**config.mk**
```make
export PLATFORM = sky130hd
export DESIGN_NAME = top
export DESIGN_NICKNAME = d
export VERILOG_FILES = /design/src/rtl/top_pkg.sv /design/src/rtl/row_mem.sv /design/src/rtl/top.sv
export SDC_FILE = /design/constraint.sdc
export NUM_CORES = 1
export LEC_CHECK = 0
export CORE_MARGIN = 3
export CORE_UTILIZATION = 45
export DETAILED_ROUTE_END_ITERATION = 8
export GPL_TIMING_DRIVEN = 1
export PLACE_DENSITY = 0.64
export SLEW_MARGIN = 20
export SYNTH_ARGS = -nofsm -noshare
export SYNTH_HDL_FRONTEND = slang
export SYNTH_SLANG_ARGS = --single-unit
```
**constraint.sdc**
```tcl
create_clock -name CLK -period 3.4 [get_ports CLK]
set_input_delay 0.68 -clock CLK [delete_from_list [all_inputs] [get_ports CLK]]
set_output_delay 0.68 -clock CLK [all_outputs]
set_load 0.05 [all_outputs]
```
**src/rtl/top_pkg.sv**
```systemverilog
// Shared types and fixed-point helpers for the serial-load linear-regression trainer.
// Latency: none, declarations only.
// Backpressure: not applicable.
package top_pkg;

    typedef enum logic [2:0] {
        ST_LOAD    = 3'd0,
        ST_FETCH   = 3'd1,
        ST_PREDICT = 3'd2,
        ST_UPDATE  = 3'd3,
        ST_DONE    = 3'd4
    } state_t;

    localparam int FRAC_BITS = 8;

    function automatic logic signed [15:0] sat16(input logic signed [31:0] v);
        if (v > 32'sd32767)
            return 16'sh7fff;
        else if (v < -32'sd32768)
            return 16'sh8000;
        else
            return v[15:0];
    endfunction

endpackage

```
**src/rtl/row_mem.sv**
```systemverilog
// Row storage: one synchronous write port, one synchronous read port.
// Latency: read data valid one clock after rd_en.
// Backpressure: none, both ports accept every cycle.
module row_mem #(
    parameter int DEPTH      = 1024,
    parameter int DATA_WIDTH = 256,
    parameter int MEM_AW     = 10
) (
    input  logic                  clk,
    input  logic                  wr_en,
    input  logic [MEM_AW-1:0]     wr_addr,
    input  logic [DATA_WIDTH-1:0] wr_dat,
    input  logic                  rd_en,
    input  logic [MEM_AW-1:0]     rd_addr,
    output logic [DATA_WIDTH-1:0] rd_dat
);

    logic [DATA_WIDTH-1:0] mem [DEPTH];

    always_ff @(posedge clk) begin
        if (wr_en)
            mem[wr_addr] <= wr_dat;
        if (rd_en)
            rd_dat <= mem[rd_addr];
    end

endmodule

```
**src/rtl/top.sv**
```systemverilog
// Serially loads N+1 rows of Q8.8 samples, then trains a linear model by SGD for E passes.
// Latency: load (N+1)*(F+1)*16 cycles, then (2F+3) cycles per row per pass.
// Backpressure: none; S is consumed one bit per cycle during load only.
module top
    import top_pkg::*;
#(
    parameter int ADDR_WIDTH   = 12,
    parameter int MAX_FEATURES = 15,
    parameter int LENGTH       = 16,
    parameter int DATA_WIDTH   = 16 * (MAX_FEATURES + 1),
    parameter int DEPTH        = 1024
) (
    input  logic                  CLK,
    input  logic                  RST,
    input  logic                  S,
    input  logic [3:0]            feat,
    input  logic [7:0]            epoch,
    input  logic [ADDR_WIDTH-1:0] data_points,
    input  logic [3:0]            learn_rate,
    output logic                  done_
);

    localparam int MEM_AW = $clog2(DEPTH);

    state_t                          state;
    logic [3:0]                      cfg_feat;
    logic [7:0]                      cfg_epoch;
    logic [MEM_AW-1:0]               cfg_last;
    logic [3:0]                      cfg_lr;
    logic [MEM_AW-1:0]               row_idx;
    logic [7:0]                      pass_idx;
    logic [3:0]                      word_idx;
    logic [3:0]                      bit_idx;
    logic [DATA_WIDTH-1:0]           row_buf;
    logic [DATA_WIDTH-1:0]           row_nxt;
    logic [DATA_WIDTH-1:0]           rd_dat;
    logic [MAX_FEATURES:0][LENGTH-1:0] w;
    logic signed [31:0]              acc;
    logic signed [31:0]              acc_nxt;
    logic signed [15:0]              err;
    logic signed [15:0]              err_nxt;
    logic signed [15:0]              x_k;
    logic signed [15:0]              w_k;
    logic signed [15:0]              w_k_nxt;
    logic signed [31:0]              w_k_ext;
    logic signed [31:0]              y_ext;
    logic signed [31:0]              err_ext;
    logic signed [31:0]              prod_p;
    logic signed [31:0]              prod_u;
    logic signed [31:0]              upd;
    logic                            wr_en;

    assign done_ = (state == ST_DONE);
    assign wr_en = !RST && (state == ST_LOAD) && (bit_idx == 4'd15) && (word_idx == 4'd0);

    row_mem #(
        .DEPTH      (DEPTH),
        .DATA_WIDTH (DATA_WIDTH),
        .MEM_AW     (MEM_AW)
    ) u_row_mem (
        .clk     (CLK),
        .wr_en   (wr_en),
        .wr_addr (row_idx),
        .wr_dat  (row_nxt),
        .rd_en   (state == ST_FETCH),
        .rd_addr (row_idx),
        .rd_dat  (rd_dat)
    );

    // Word k of a row sits at bits [16k+15:16k]; word_idx doubles as the load cursor and the feature index.
    always_comb begin
        row_nxt = row_buf;
        row_nxt[{word_idx, bit_idx}] = S;
        x_k     = rd_dat[{word_idx, 4'd0} +: LENGTH];
        w_k     = w[word_idx];
        w_k_ext = {{16{w_k[15]}}, w_k};
        y_ext   = {{16{rd_dat[LENGTH-1]}}, rd_dat[LENGTH-1:0]};
        err_ext = {{16{err[15]}}, err};
        prod_p  = w_k * x_k;
        prod_u  = err * x_k;
        acc_nxt = (word_idx == 4'd0) ? w_k_ext : acc + (prod_p >>> FRAC_BITS);
        err_nxt = sat16(acc_nxt - y_ext);
        if (word_idx == 4'd0)
            upd = w_k_ext - (err_ext >>> cfg_lr);
        else
            upd = w_k_ext - (prod_u >>> (FRAC_BITS + int'(cfg_lr)));
        w_k_nxt = sat16(upd);
    end

    always_ff @(posedge CLK) begin
        if (RST) begin
            state     <= ST_LOAD;
            cfg_feat  <= feat;
            cfg_epoch <= epoch;
            cfg_last  <= (data_points > ADDR_WIDTH'(DEPTH - 1)) ? MEM_AW'(DEPTH - 1)
                                                                : data_points[MEM_AW-1:0];
            cfg_lr    <= learn_rate;
            row_idx   <= '0;
            pass_idx  <= '0;
            word_idx  <= feat;
            bit_idx   <= '0;
            w         <= '0;
            acc       <= '0;
            err       <= '0;
        end else begin
            case (state)
                ST_LOAD: begin
                    row_buf <= row_nxt;
                    bit_idx <= bit_idx + 4'd1;
                    if (bit_idx == 4'd15) begin
                        if (word_idx == 4'd0) begin
                            if (row_idx == cfg_last) begin
                                row_idx  <= '0;
                                word_idx <= '0;
                                state    <= (cfg_epoch == 8'd0) ? ST_DONE : ST_FETCH;
                            end else begin
                                row_idx  <= row_idx + MEM_AW'(1);
                                word_idx <= cfg_feat;
                            end
                        end else begin
                            word_idx <= word_idx - 4'd1;
                        end
                    end
                end
                ST_FETCH: begin
                    word_idx <= '0;
                    state    <= ST_PREDICT;
                end
                ST_PREDICT: begin
                    acc <= acc_nxt;
                    if (word_idx == cfg_feat) begin
                        err      <= err_nxt;
                        word_idx <= '0;
                        state    <= ST_UPDATE;
                    end else begin
                        word_idx <= word_idx + 4'd1;
                    end
                end
                ST_UPDATE: begin
                    w[word_idx] <= w_k_nxt;
                    if (word_idx == cfg_feat) begin
                        word_idx <= '0;
                        if (row_idx != cfg_last) begin
                            row_idx <= row_idx + MEM_AW'(1);
                            state   <= ST_FETCH;
                        end else if (pass_idx != cfg_epoch - 8'd1) begin
                            row_idx  <= '0;
                            pass_idx <= pass_idx + 8'd1;
                            state    <= ST_FETCH;
                        end else begin
                            state <= ST_DONE;
                        end
                    end else begin
                        word_idx <= word_idx + 4'd1;
                    end
                end
                ST_DONE:  state <= ST_DONE;
                default:  state <= ST_LOAD;
            endcase
        end
    end

endmodule

```
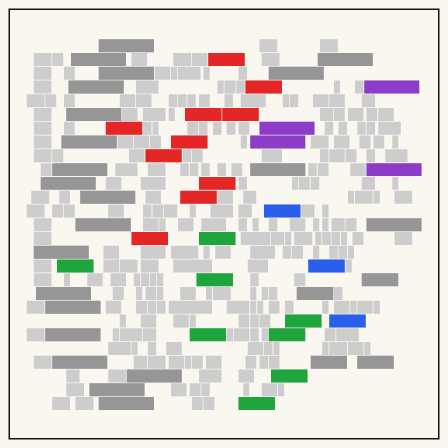
Fig. 1. Register map, names as in the netlist.
Purple stands for word_idx, sequential cells 4. Red stands for row_idx, sequential cells 10. Blue stands for state, sequential cells 3. Green stands for pass_idx, sequential cells 8.
Another 26 sequential cells are not colored.
final core utilization: 55.88%
FF+latch area: 0.001281 sq mm
seq pwr: 0.743 mW

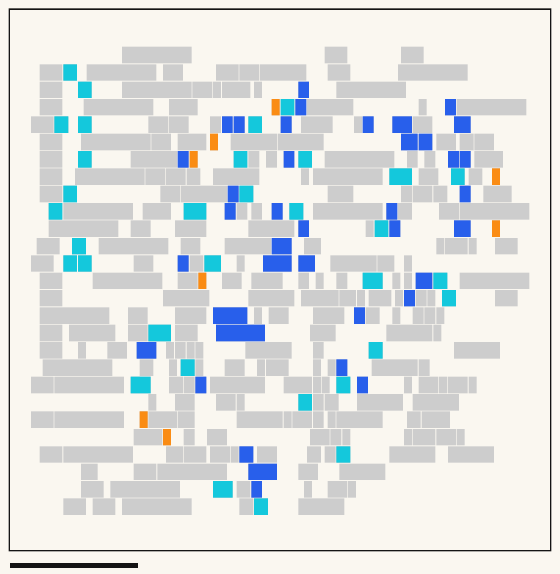
Fig. 2. Gate-type map.
Scale bar: 20 um.
Orange stands for inverters, cells 8. Blue stands for inverting AOI/OAI gates, cells 39. Cyan stands for AND and OR gates, cells 33.
Commonest Layout Cell: nor2_1
logic share of the area: 44.91%

==> impl_metrics.env <==
# physical design summary
export IMPL_cts_buffers=5
export IMPL_cp_depth=9
export IMPL_num_clock_buffers=5
export IMPL_max_slew_worst_pin_slew_ns=0.7263
export IMPL_cpLargestDelayFamily="AND-OR/OR-AND gates"
export IMPL_synthTopLogicFamily="simple AND/OR/NAND/NOR gates"
export IMPL_buffers=29
export IMPL_hpwl_um=3630
export IMPL_synth_avg_cell_area_sq_um=10.11
export IMPL_worstSetupEndpointType="register"
export IMPL_gr_total_overflow=0
export IMPL_area_leaders="edfxtp_1 (28%), dfxtp_1 (18%), xor2_1 (6.6%), xnor2_1 (4.4%), or3_1 (3.8%)"
export IMPL_numSynthFlops=51
export IMPL_required_ns=3.62
export IMPL_fmax_ghz=0.3931
export IMPL_yosysWarnings=0
export IMPL_ant_nets=0
export IMPL_route_detailed_drc=0
export IMPL_drv_slew=0
export IMPL_clockRootBuffer="clkbuf_8"
export IMPL_crit_type="reg2reg"
export IMPL_top_area_share_pct=28.10
export IMPL_edf_count=26
export IMPL_peakVddDrop_mv=0.2389
export IMPL_cpPeakStageDelay_ns=0.43
export IMPL_drt_met1_wl_um=2450
export IMPL_die_height_um=84.59
export IMPL_hold_depth=2
export IMPL_power_leader="sequential cells"
export IMPL_fin_area_sq_mm=0.003209
export IMPL_cp_num_buf_inv=1
export IMPL_pg_clk_mw=0.339
export IMPL_synth_async_sr_flop_share_pct=0
export IMPL_hp_class="reg2reg"
export IMPL_port_buffers=26
export IMPL_top_usage_layer="met2"
export IMPL_ff_count=51
export IMPL_top_area_cell="edfxtp_1"
export IMPL_via_count=2031
export IMPL_top_layer="met4"
export IMPL_drt_wl_total_um=4946
export IMPL_ys_types=54
export IMPL_finClkSkew_ns=0.01263
export IMPL_cts_tree="yes"
export IMPL_inverters=8
export IMPL_p_sw_share_pct=26.94
export IMPL_outcome="finished, final reports clean"
export IMPL_gr_usage_met3_pct=2.355
export IMPL_cts_reportedPaths_clkPinSlew_ns=0.09
export IMPL_leakagePower_nw=1.175
export IMPL_core_area_sq_mm=0.005743
export IMPL_synthesis_area_sq_mm=0.002779
export IMPL_drt_pass1_iterations=4
export IMPL_syn_to_final_growth_pct=15.49
export IMPL_fill_cells=545
export IMPL_synth_simple_area_share_pct=24.49
export IMPL_grt_pass1_wl_um=8583
export IMPL_worst_path_max_fanout=5
export IMPL_slowest_stage="edfxtp_1"
export IMPL_die_area_sq_mm=0.007155
export IMPL_yosys_area_sq_mm=0.002779
export IMPL_warning_count=33
export IMPL_p_comb_share_pct=17.6
export IMPL_area_dominant_class="combinational gates"
export IMPL_place_congestion=0.7743
export IMPL_nonClkBufAreaFrac_pct=8.811
export IMPL_comb_cells=210
export IMPL_cts_setup_buffers=0
export IMPL_n_antenna_cell=0
export IMPL_p_per_area_mw_per_mm2=409.2
export IMPL_xor_area_share_pct=11.03
export IMPL_most_common_cell="nor2_1"
export IMPL_rsz0062_at_grt="no"
export IMPL_clk_share_pct=2.612
export IMPL_period_needed_ns=2.544
export IMPL_p_comb_mw=0.231
export IMPL_fp_util_pct=48.39
export IMPL_grt_max_degree=26
export IMPL_ys_sh_mux_pct=1.846
export IMPL_ys_cells=275
export IMPL_rrSetupSlack_ns=0.86
export IMPL_path_cells="inv_1, ha_1, nor2b_1, or3_1, a31oi_2, o2111ai_2, o2bb2ai_1, a31o_2, a21oi_1"
export IMPL_layout_area_comb_sq_mm=0.001441
export IMPL_wl_met3_um=143
export IMPL_hold_violations=0
export IMPL_route_met2_wl_um=2327
export IMPL_pwr_share_seq_pct=56.6
export IMPL_worst_ep_arrival_time_ns=2.77
export IMPL_met1_usage_pct=19.14
export IMPL_clkLatencyLatePin_ns=0.30
export IMPL_viasPerCell=5.373
export IMPL_htreeDepth=2
export IMPL_die_x_um=84.59
export IMPL_reg2reg_depth=9
export IMPL_power_internal_mw=0.9593
export IMPL_grt_usage_pct=14.58
export IMPL_rows=27
==> final timing paths <==
kind,from,to
setup / recovery,cfg_epoch[0],row_idx[7]
hold reg to reg,bit_idx[3],bit_idx[3]
setup reg to reg,cfg_epoch[0],row_idx[7]
hold / removal,bit_idx[3],bit_idx[3]
==> per-stage QoR <==
stage / hold WS [ns] / std cells / setup slack, ns / total power [mW] / utilization [%]
detailed placement: 0.5075 / 370 / 0.8718 / 0.9907 / 54.42
global placement: 0.4945 / 370 / 0.9074 / 0.9845 / 54.42
CTS: 0.5318 / 378 / 0.8342 / 1.330 / 55.88
floorplan: 0.4791 / 275 / 1.097 / 0.9167 / -
global route: 0.5727 / 378 / 0.6226 / 1.391 / 55.88
finish: 0.5313 / 378 / 0.8564 / 1.313 / 55.88
Power figures rest on the tool's default switching activity, not on a simulated workload.
